`src/rtl/spi_param_pkg.sv`:
```
// Shared constants, FSM state type and frame layout for the SPI parameter receiver.
package spi_param_pkg;

  localparam int unsigned CMD_W      = 8;
  localparam int unsigned DATA_W     = 8;
  localparam int unsigned FRAME_BITS = 16;
  localparam int unsigned CNT_W      = 5;

  localparam logic [CMD_W-1:0] CMD_YUZHI = 8'h01;
  localparam logic [CMD_W-1:0] CMD_CHSEL = 8'h02;

  typedef enum logic [1:0] {
    IDLE  = 2'd0,
    SHIFT = 2'd1,
    DONE  = 2'd2
  } state_t;

  typedef struct packed {
    logic [CMD_W-1:0]  cmd;
    logic [DATA_W-1:0] data;
  } frame_t;

endpackage

```
`src/rtl/spi_param_rx_if.sv`:
```
// SPI/vsync inputs and parameter outputs of the receiver, bundled for port connection.
interface spi_param_rx_if;
  import spi_param_pkg::*;

  logic              spi_cs;
  logic              spi_sck;
  logic              spi_mosi;
  logic              vsync;
  logic [DATA_W-1:0] yuzhi;
  logic              ch_select;
  logic              cmd_valid;
  logic              cmd_err;

  modport master (
    output spi_cs, spi_sck, spi_mosi, vsync,
    input  yuzhi, ch_select, cmd_valid, cmd_err
  );

  modport slave (
    input  spi_cs, spi_sck, spi_mosi, vsync,
    output yuzhi, ch_select, cmd_valid, cmd_err
  );
endinterface

```
`src/rtl/spi_param_rx_sync_edge.sv`:
```
// Two-flop synchronizer with a trailing edge register; level plus rise/fall pulses.
module sync_edge #(
  parameter logic RST_VAL = 1'b0
) (
  input  logic clk,
  input  logic rst,
  input  logic d,
  output logic q,
  output logic rise_c,
  output logic fall_c
);

  logic s1;
  logic s2;
  logic s2_q;

  always_ff @(posedge clk or posedge rst) begin
    if (rst) begin
      s1   <= RST_VAL;
      s2   <= RST_VAL;
      s2_q <= RST_VAL;
    end else begin
      s1   <= d;
      s2   <= s1;
      s2_q <= s2;
    end
  end

  assign q      = s2;
  assign rise_c = s2 & ~s2_q;
  assign fall_c = ~s2 & s2_q;

endmodule

```
`src/rtl/spi_param_rx.sv`:
```
// SPI slave that decodes {cmd, data} frames into a Sobel threshold and a display source
// select, optionally committing the new values only at camera frame boundaries.
module spi_param_rx
  import spi_param_pkg::*;
#(
  parameter logic [DATA_W-1:0] YUZHI_RST    = 8'd60,
  parameter bit                VSYNC_COMMIT = 1'b1
) (
  input logic           sclk,
  input logic           s_rst,
  spi_param_rx_if.slave bus
);

  logic cs_lvl, cs_rise_c, cs_fall_c;
  logic sck_lvl, sck_rise_c, sck_fall_c;
  logic mosi_lvl, mosi_rise_c, mosi_fall_c;
  logic vsync_lvl, vsync_rise_c, vsync_fall_c;

  sync_edge #(.RST_VAL(1'b1)) u_sync_cs (
    .clk(sclk), .rst(s_rst), .d(bus.spi_cs),
    .q(cs_lvl), .rise_c(cs_rise_c), .fall_c(cs_fall_c)
  );

  sync_edge #(.RST_VAL(1'b0)) u_sync_sck (
    .clk(sclk), .rst(s_rst), .d(bus.spi_sck),
    .q(sck_lvl), .rise_c(sck_rise_c), .fall_c(sck_fall_c)
  );

  sync_edge #(.RST_VAL(1'b0)) u_sync_mosi (
    .clk(sclk), .rst(s_rst), .d(bus.spi_mosi),
    .q(mosi_lvl), .rise_c(mosi_rise_c), .fall_c(mosi_fall_c)
  );

  sync_edge #(.RST_VAL(1'b0)) u_sync_vsync (
    .clk(sclk), .rst(s_rst), .d(bus.vsync),
    .q(vsync_lvl), .rise_c(vsync_rise_c), .fall_c(vsync_fall_c)
  );

  logic unused_sync;
  assign unused_sync = ^{sck_lvl, sck_fall_c, mosi_rise_c, mosi_fall_c,
                         vsync_lvl, vsync_fall_c};

  // A cs already low at reset release is only honoured after cs has been seen high.
  logic [1:0] warm;
  logic       armed;

  always_ff @(posedge sclk or posedge s_rst) begin
    if (s_rst) begin
      warm  <= 2'd0;
      armed <= 1'b0;
    end else begin
      if (warm != 2'd3) warm <= warm + 2'd1;
      if (warm == 2'd3 && cs_lvl) armed <= 1'b1;
    end
  end

  state_t                  state, state_nx;
  logic [CNT_W-1:0]        bit_cnt, bit_cnt_nx;
  logic [FRAME_BITS-1:0]   shreg, shreg_nx;
  logic [DATA_W-1:0]       shadow_yuzhi, shadow_yuzhi_nx;
  logic                    shadow_ch, shadow_ch_nx;
  logic [DATA_W-1:0]       yuzhi_r, yuzhi_nx;
  logic                    ch_r, ch_nx;
  logic                    cmd_valid_r, cmd_valid_nx;
  logic                    cmd_err_r, cmd_err_nx;
  logic                    decode;
  logic                    abort_err;
  frame_t                  frame;

  logic unused_msb;
  assign unused_msb = shreg[FRAME_BITS-1];

  always_ff @(posedge sclk or posedge s_rst) begin
    if (s_rst) begin
      state        <= IDLE;
      bit_cnt      <= '0;
      shreg        <= '0;
      shadow_yuzhi <= YUZHI_RST;
      shadow_ch    <= 1'b0;
      yuzhi_r      <= YUZHI_RST;
      ch_r         <= 1'b0;
      cmd_valid_r  <= 1'b0;
      cmd_err_r    <= 1'b0;
    end else begin
      state        <= state_nx;
      bit_cnt      <= bit_cnt_nx;
      shreg        <= shreg_nx;
      shadow_yuzhi <= shadow_yuzhi_nx;
      shadow_ch    <= shadow_ch_nx;
      yuzhi_r      <= yuzhi_nx;
      ch_r         <= ch_nx;
      cmd_valid_r  <= cmd_valid_nx;
      cmd_err_r    <= cmd_err_nx;
    end
  end

  always_comb begin
    state_nx        = state;
    bit_cnt_nx      = bit_cnt;
    shreg_nx        = shreg;
    shadow_yuzhi_nx = shadow_yuzhi;
    shadow_ch_nx    = shadow_ch;
    yuzhi_nx        = yuzhi_r;
    ch_nx           = ch_r;
    cmd_valid_nx    = 1'b0;
    cmd_err_nx      = 1'b0;
    decode          = 1'b0;
    abort_err       = 1'b0;
    frame           = {shreg[FRAME_BITS-2:0], mosi_lvl};

    unique case (state)
      IDLE: begin
        if (cs_fall_c && armed) begin
          state_nx   = SHIFT;
          bit_cnt_nx = '0;
          shreg_nx   = '0;
        end
      end
      SHIFT: begin
        if (cs_rise_c) begin
          state_nx   = IDLE;
          abort_err  = (bit_cnt != '0);
          bit_cnt_nx = '0;
          shreg_nx   = '0;
        end else if (sck_rise_c && !cs_lvl) begin
          shreg_nx   = {shreg[FRAME_BITS-2:0], mosi_lvl};
          bit_cnt_nx = bit_cnt + CNT_W'(1);
          if (bit_cnt == CNT_W'(FRAME_BITS - 1)) begin
            state_nx = DONE;
            decode   = 1'b1;
          end
        end
      end
      DONE: begin
        if (cs_rise_c) begin
          state_nx   = IDLE;
          bit_cnt_nx = '0;
        end
      end
      default: state_nx = IDLE;
    endcase

    // Commit reads the registered shadows, so a same-cycle decode lands one frame later.
    if (VSYNC_COMMIT && vsync_rise_c) begin
      yuzhi_nx = shadow_yuzhi;
      ch_nx    = shadow_ch;
    end

    cmd_err_nx = abort_err;
    if (decode) begin
      if (frame.cmd == CMD_YUZHI) begin
        cmd_valid_nx    = 1'b1;
        shadow_yuzhi_nx = frame.data;
        if (!VSYNC_COMMIT) yuzhi_nx = frame.data;
      end else if (frame.cmd == CMD_CHSEL) begin
        cmd_valid_nx = 1'b1;
        shadow_ch_nx = frame.data[0];
        if (!VSYNC_COMMIT) ch_nx = frame.data[0];
      end else begin
        cmd_err_nx = 1'b1;
      end
    end
  end

  assign bus.yuzhi     = yuzhi_r;
  assign bus.ch_select = ch_r;
  assign bus.cmd_valid = cmd_valid_r;
  assign bus.cmd_err   = cmd_err_r;

endmodule

```
`src/flat_wrapper.sv`:
```
// flat-port wrapper written by rule: the top's interface ports become plain ports
module spi_param_rx_flat import spi_param_pkg::*;
#(
  parameter logic [DATA_W-1:0] YUZHI_RST    = 8'd60,
  parameter bit                VSYNC_COMMIT = 1'b1
)
  (sclk, s_rst, bus_spi_cs, bus_spi_sck, bus_spi_mosi, bus_vsync, bus_yuzhi, bus_ch_select, bus_cmd_valid, bus_cmd_err);
  spi_param_rx_if bus_i ();
  input logic sclk;
  input logic s_rst;
  input wire logic [$bits(bus_i.spi_cs)-1:0] bus_spi_cs;
  input wire logic [$bits(bus_i.spi_sck)-1:0] bus_spi_sck;
  input wire logic [$bits(bus_i.spi_mosi)-1:0] bus_spi_mosi;
  input wire logic [$bits(bus_i.vsync)-1:0] bus_vsync;
  output wire logic [$bits(bus_i.yuzhi)-1:0] bus_yuzhi;
  output wire logic [$bits(bus_i.ch_select)-1:0] bus_ch_select;
  output wire logic [$bits(bus_i.cmd_valid)-1:0] bus_cmd_valid;
  output wire logic [$bits(bus_i.cmd_err)-1:0] bus_cmd_err;
  assign bus_i.spi_cs = bus_spi_cs;
  assign bus_i.spi_sck = bus_spi_sck;
  assign bus_i.spi_mosi = bus_spi_mosi;
  assign bus_i.vsync = bus_vsync;
  assign bus_yuzhi = bus_i.yuzhi;
  assign bus_ch_select = bus_i.ch_select;
  assign bus_cmd_valid = bus_i.cmd_valid;
  assign bus_cmd_err = bus_i.cmd_err;
  spi_param_rx #(.YUZHI_RST(YUZHI_RST), .VSYNC_COMMIT(VSYNC_COMMIT)) u_core (.sclk(sclk), .s_rst(s_rst), .bus(bus_i));
endmodule
```
`config.mk`:
```
export PLATFORM = sky130hd
export DESIGN_NAME = spi_param_rx_flat
export DESIGN_NICKNAME = d
export VERILOG_FILES = /design/src/rtl/spi_param_pkg.sv /design/src/rtl/spi_param_rx_if.sv /design/src/rtl/spi_param_rx_sync_edge.sv /design/src/rtl/spi_param_rx.sv /design/src/flat_wrapper.sv
export SDC_FILE = /design/constraint.sdc
export NUM_CORES = 1
export LEC_CHECK = 0
export CAP_MARGIN = 20
export CORE_MARGIN = 2
export CORE_UTILIZATION = 25
export CTS_BUF_LIST = sky130_fd_sc_hd__clkbuf_8 sky130_fd_sc_hd__clkbuf_16
export CTS_CLUSTER_DIAMETER = 40
export CTS_CLUSTER_SIZE = 8
export DETAILED_ROUTE_END_ITERATION = 8
export SYNTH_ARGS = -nofsm -noshare
export SYNTH_HDL_FRONTEND = slang
export SYNTH_HIERARCHICAL = 1
export SYNTH_SLANG_ARGS = --single-unit
export TNS_END_PERCENT = 10
```
`constraint.sdc`:
```
create_clock -name sclk -period 2.8 [get_ports sclk]
set_input_delay 0.7 -clock sclk [delete_from_list [all_inputs] [get_ports sclk]]
set_output_delay 0.7 -clock sclk [all_outputs]
set_load 0.03 [all_outputs]
```
==> flow_metrics.env <==
# physical design summary
export IMPL_nNetsFinal=189
export IMPL_swShare_pct=24.6
export IMPL_core_area_um2=8640
export IMPL_worstSkewPairLatency_ps=300
export IMPL_viasPerCell=4.35
export IMPL_fp_dieW_um=97.7
export IMPL_vias=1254
export IMPL_insertedDiodeCount=0
export IMPL_rows=34
export IMPL_warnings=27
export IMPL_power_density_nw_per_um2=560
export IMPL_drive_above_1_share_pct=24.4
export IMPL_cp_common_cell="ha_1"
export IMPL_clock_buffer_count=6
export IMPL_comb_area_um2=737
export IMPL_logic_gate_count=88
export IMPL_grt_overflow=0
export IMPL_avgRoutedWirePerCell_um=12.0
export IMPL_clock_area_share_pct=3.59
export IMPL_comb_area_share_pct=28.2
export IMPL_grt_max_degree=28
export IMPL_drv_cap=0
export IMPL_path_delay_family="simple AND/OR/NAND/NOR gates"
export IMPL_yosysWarnings=6
export IMPL_status="completed"
export IMPL_setup_violations=0
export IMPL_fillers=880
export IMPL_dieHeight_um=97.7
export IMPL_slowest_delay_ps=500
export IMPL_cts_repair_resized=0
export IMPL_hold_slack_ps=360
export IMPL_r2r_start="u_core/bit_cnt[0]"
export IMPL_ctsRootBufferMaster="clkbuf_8"
export IMPL_fmax_mhz=417
export IMPL_path_max_fanout=8
export IMPL_initCoreUtil_pct=25.4
export IMPL_power_leader="registers"
export IMPL_syn_to_final_growth_pct=19.0
export IMPL_crit_path_end="u_core/shadow_yuzhi[6]"
export IMPL_dr_pass1_iters=4
export IMPL_period_needed_ps=2400
export IMPL_p_seq_mw=0.869
export IMPL_hold_path_depth=0
export IMPL_cts_buffer_depth=2
export IMPL_flop_area_um2=1420
export IMPL_whs_endpoint="u_core/u_sync_mosi/q"
export IMPL_setup_tns_ps=0
export IMPL_p_int_mw=1.10
export IMPL_clockPowerShare_pct=30.2
export IMPL_nNonClkBuffers=19
export IMPL_buffer_area_share_pct=7.61
export IMPL_well_tap_count=108
export IMPL_lay_top_cells="dfrtp_1 (45), mux2_2 (19), clkdlybuf4s50_1 (16)"
export IMPL_inv_count=9
export IMPL_reg2regPathDepth=7
export IMPL_antenna_found_initial=0
export IMPL_totalWireLength_mm=3.46
export IMPL_drc=0
export IMPL_finalClockPeriodUsage_pct=85.6
export IMPL_cp_cell_sequence="ha_1, and3_1, ha_1, and3b_1, nand4_1, nor3b_4, mux2_2"
export IMPL_cp_depth=7
export IMPL_antenna_left=0
export IMPL_lay_top_count="dfrtp_1"
export IMPL_finClkSkew_ps=5.18
export IMPL_crit_type="register to register"
export IMPL_hp_class="register to register"
export IMPL_io_pins=17
export IMPL_syn_avg_cell_area_um2=14.1
export IMPL_p_clk_mw=0.442
export IMPL_drt_iter0_drc=77
export IMPL_rsz0062_at_grt="false"
==> flip-flops by register name, indices dropped and copies added (netlist names), 2 cells and up <==
signal / count
u_core/bit_cnt: 5
u_core/warm: 2
u_core/shreg: 15
u_core/shadow_yuzhi: 8
u_core/state: 2
u_core/bus.yuzhi: 8
==> metrics by stage <==
step	utilization, %	total power [mW]	cells	area, µm²
2_1_floorplan	-	0.987	156	2200
6_report	30.3	1.46	288	2610
4_1_cts	30.1	1.48	287	2600
5_1_grt	30.3	1.56	288	2610
3_5_place_dp	29.0	1.04	279	2510
3_3_place_gp	29.0	1.03	279	2510
==> per-layer routing <==
layer  vias up  GRT usage, %  wire length (µm)
li1        597             -                 -
met1       639          10.7              1720
met2        14          12.1              1620
met3         4          2.51                90
met4         0          1.60                29
met5         -             0                 0
Figure 1. Gate families picked out.
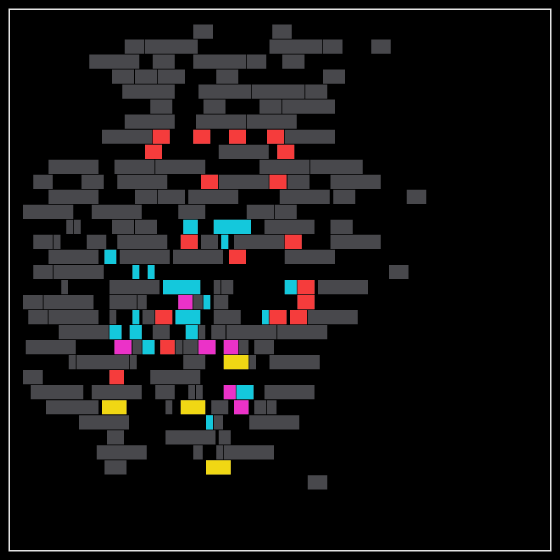
[magenta] and/or cells | cells: 6
[red] non-inverting ao/oa cells | cells: 18
[cyan] nor cells | cells: 18
[yellow] fa/ha/maj cells | cells: 4

Figure 2. Track usage over the die.
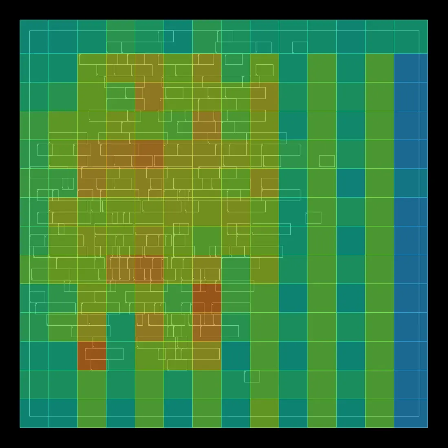
met3 Resource Use GR: 2.51%
met1 GRT Util: 10.7%
busiest layer in global routing: met2
final core utilization: 30.3%
All-Layer GR Usage: 7.76%

Figure 3. Met2 routing.
The bar under the picture is 20 µm long.
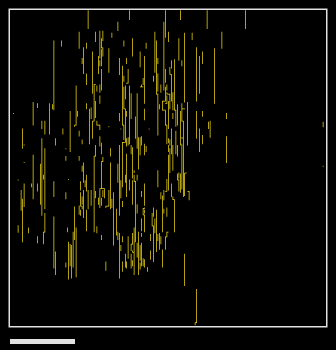
main direction: vertical
share of all routed wire: 47%
nets with wire on the layer: 168

Figure 4. Register map, names as in the netlist.
The bar under the picture is 20 µm long.
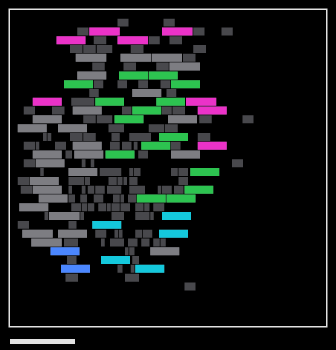
[green] u_core/shreg | placed flops: 15
[blue] u_core/warm | placed flops: 2
[cyan] u_core/bit_cnt | placed flops: 5
[magenta] u_core/bus.yuzhi | placed flops: 8
not coloured: 26

No activity file was given, so power comes from the tool's default toggle rates.
